==> config.mk <==
export PLATFORM = sky130hd
export DESIGN_NAME = fpu_cmp_pipe
export DESIGN_NICKNAME = d
export VERILOG_FILES = /design/src/rtl/fpu_cmp_pipe.sv
export SDC_FILE = /design/constraint.sdc
export NUM_CORES = 1
export LEC_CHECK = 0
export CORE_MARGIN = 2
export CORE_UTILIZATION = 45
export DETAILED_ROUTE_END_ITERATION = 6
export GPL_ROUTABILITY_DRIVEN = 0
export PLACE_DENSITY = 0.77
export SETUP_SLACK_MARGIN = 0.4
export SYNTH_ARGS = -nofsm -noshare
export SYNTH_HDL_FRONTEND = slang
export SYNTH_SLANG_ARGS = --single-unit
==> constraint.sdc <==
create_clock -name clk -period 5.6 [get_ports clk]
set_input_delay 0.84 -clock clk [delete_from_list [all_inputs] [get_ports clk]]
set_output_delay 0.84 -clock clk [all_outputs]
set_load 0.03 [all_outputs]
### Placed standard cells

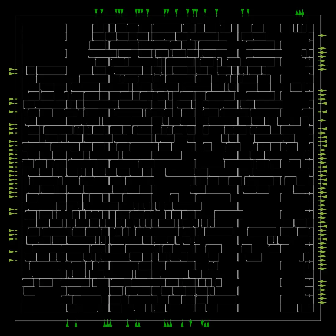
final standard cell count with taps included and fillers excluded: 536
number of well taps: 108
placeable core region: 0.00864 mm^2
row count: 34

### Met4 routing

Bar = 20 um. Supply wires on this layer in gray.
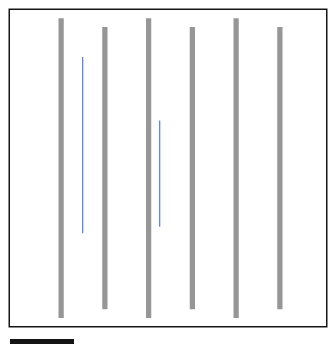
share of all routed wire = 1.2%
nets with wire on the layer = 1
longest straight run = 54.4 um
wire length on this layer = 87.0 um
main direction = vertical
vias: 2608
Detailed Route WL: 7080 um

### Register map, names as in the netlist

Other sequential cells in the stronger gray, the rest of the logic in the fainter gray.
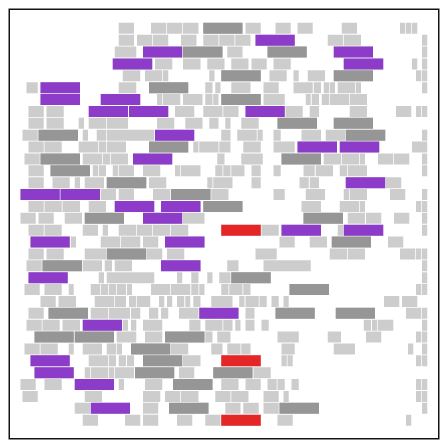
purple -> s1B  # placed flops 33, where spread over the die
red -> s1Op  # placed flops 3
not colored = 38
footprint of the flip-flops and latches: 0.00185 mm^2
reported sequential group power: 0.000666 W
register share of the cell area: 0.373
final core utilization: 0.575

### Wire density map

Bar = 20 um. The die is cut into 20 by 20 equal tiles; dark purple is low, yellow is high, scaled to the fullest tile. Values are wire area over tile area, all layers added.
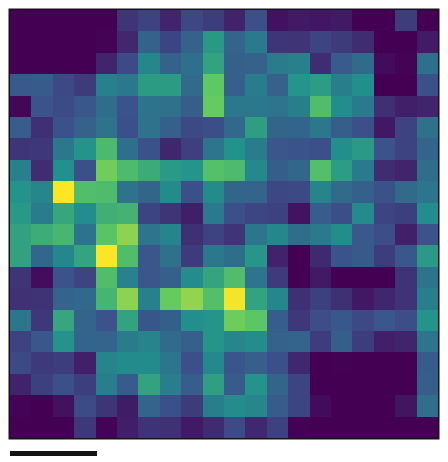
fullest tile = 0.40
mean over tiles = 0.12
nearly empty tiles = 14%
tiles over half the peak = 16%
emptiest ninth of the die = south-east
GR Util All Layers: 0.153
Wirelength per Cell: 13.2 um

### Routed clock nets over the placement

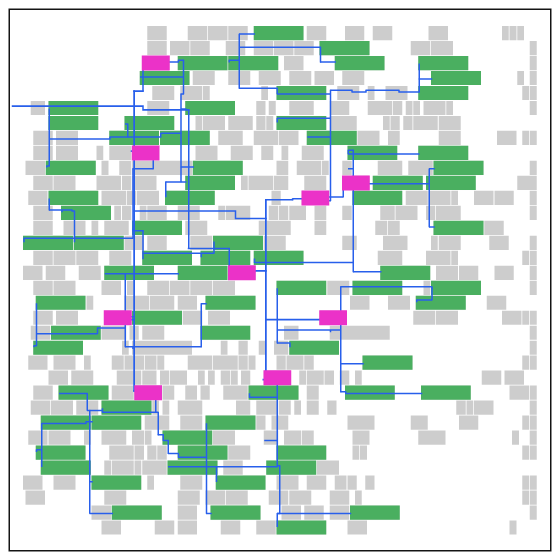
blue -> clock wires  # length 918 um
magenta -> clock drivers  # count 9
green -> flip-flops  # count 74
routed clock nets = 10
flops lie = spread over the die
proportion of power drawn by the clock network: 0.323
power in the clock group: 0.000496 W

==> out/qor.txt <==
Result of the run -> finished clean
Net count reported at finish -> 531
Root Buffer Master -> sky130_fd_sc_hd__clkbuf_8
Cell repeated most along the worst path -> sky130_fd_sc_hd__clkdlybuf4s50_1
Most used flip-flop cell after synthesis -> sky130_fd_sc_hd__dfrtp_1
Yosys warnings -> 0
Number of antenna violations at the first check in global routing -> 0
Critical path peak fanout -> 5
EDFF count, synth -> 0
Clock buffer count from CTS -> 9
Count of unresolved DRC violations after routing -> 0
CTS H-tree depth -> 3
Synthesis area per yosys -> 0.00398 mm^2
Hold Path Cell Cnt -> 1
HPWL after detailed placement -> 5350 um
Endpoint type of the worst setup path -> output pin
Logic depth of the worst path, buffers included -> 4
Max transition margin -> 0.207
I/O pin count -> 120
TritonCTS clock tree -> built
Die height -> 98.0 um
CP top delay family -> buffers and inverters
Number of distinct library cells after synthesis -> 35
Flip-flop and latch count after synthesis -> 74
Area overhead of the layout relative to synthesis -> 24.9%
Share of synthesized area occupied by flip-flops and latches -> 0.465
Hold-fix buffers at CTS -> 0
Leakage power figure -> 2.28 nW
Global-route wire length before repair -> 11700 um
R2R depth -> 5
Max-cap violations -> 0
Cell breakdown of the critical path -> clkdlybuf4s50_1, nor2b_4, a21oi_1, clkdlybuf4s50_1
Layout cells sized above 1 -> 0.210
Critical path's largest stage delay -> 710 ps
Unrepaired setup endpoints after global routing -> no
Post-CTS repair timing setup buffer count -> 0
Synth async-reset ratio -> 1.00
Slowest cell on crit path -> sky130_fd_sc_hd__clkdlybuf4s50_1
Diodes inserted -> 0
Number of clock sinks -> 74
First-pass DRT Iterations -> 4
Pwr/cell area -> 309 mW/mm^2
Final setup violation count -> 0
Critical setup path kind -> primary input to output pin
==> cell usage after synthesis, types with 2 or more instances <==
cell / count / area (um^2)
sky130_fd_sc_hd__or4_1: 3 / 22.5
sky130_fd_sc_hd__nand2b_1: 2 / 12.5
sky130_fd_sc_hd__mux2_2: 69 / 777
sky130_fd_sc_hd__nand2_1: 10 / 37.5
sky130_fd_sc_hd__nand4_1: 8 / 50.1
sky130_fd_sc_hd__inv_1: 34 / 128
sky130_fd_sc_hd__nor2_1: 6 / 22.5
sky130_fd_sc_hd__o21ai_0: 6 / 30.0
sky130_fd_sc_hd__buf_2: 2 / 10.0
sky130_fd_sc_hd__buf_1: 5 / 18.8
sky130_fd_sc_hd__a21oi_1: 19 / 95.1
sky130_fd_sc_hd__ha_1: 32 / 400
sky130_fd_sc_hd__dfrtp_1: 74 / 1850
sky130_fd_sc_hd__a221oi_1: 2 / 17.5
sky130_fd_sc_hd__buf_4: 40 / 300
sky130_fd_sc_hd__nand3_1: 7 / 35.0
sky130_fd_sc_hd__nor4_1: 4 / 25.0
==> cells by family after synthesis <==
group                      synth area share
xor gates and xnor gates            0.00440
DFF                                   0.465
AOI/OAI and AO/OA                    0.0494
adders and majority gates             0.101
buffers and inverters                 0.115
muxes                                 0.195
other                              0.000942
and+or+nand+nor                      0.0692
==> per-stage QoR <==
stage	cells	hold slack (ps)	power, W	setup slack, ps	cell area (um^2)
floorplan	380	479	0.000941	3150	4130
finish	536	506	0.00154	2390	4970
detailed placement	521	494	0.00105	2190	4730
global placement	521	490	0.00104	2220	4730
CTS	536	511	0.00156	2380	4970
global route	536	524	0.00164	2330	4970
==> metal layers <==
layer  vias up  share of wire  track usage
met4         0          0.012       0.0545
met5         -              0            0
met2       100           0.48        0.257
met3        10          0.075       0.0480
met1      1229           0.43        0.185
li1       1269              -            -
==> power by group <==
group	internal, W	switching (W)	leakage [nW]
clock	0.000305	0.000191	0.118
sequential	0.000615	0.0000518	0.877
combinational	0.000192	0.000181	1.28
==> cell type report <==
cell class / instances / area (um^2)
Sequential cell: 74 / 1850
Tap cell: 108 / 135
Inverter: 34 / 128
Timing Repair Buffer: 80 / 796
Clock buffer: 10 / 138
Fill cell: 748 / 3670
Multi-Input combinational cell: 225 / 1820
Clock inverter: 5 / 103
Power figures rest on the tool's default switching activity, not on a simulated workload.
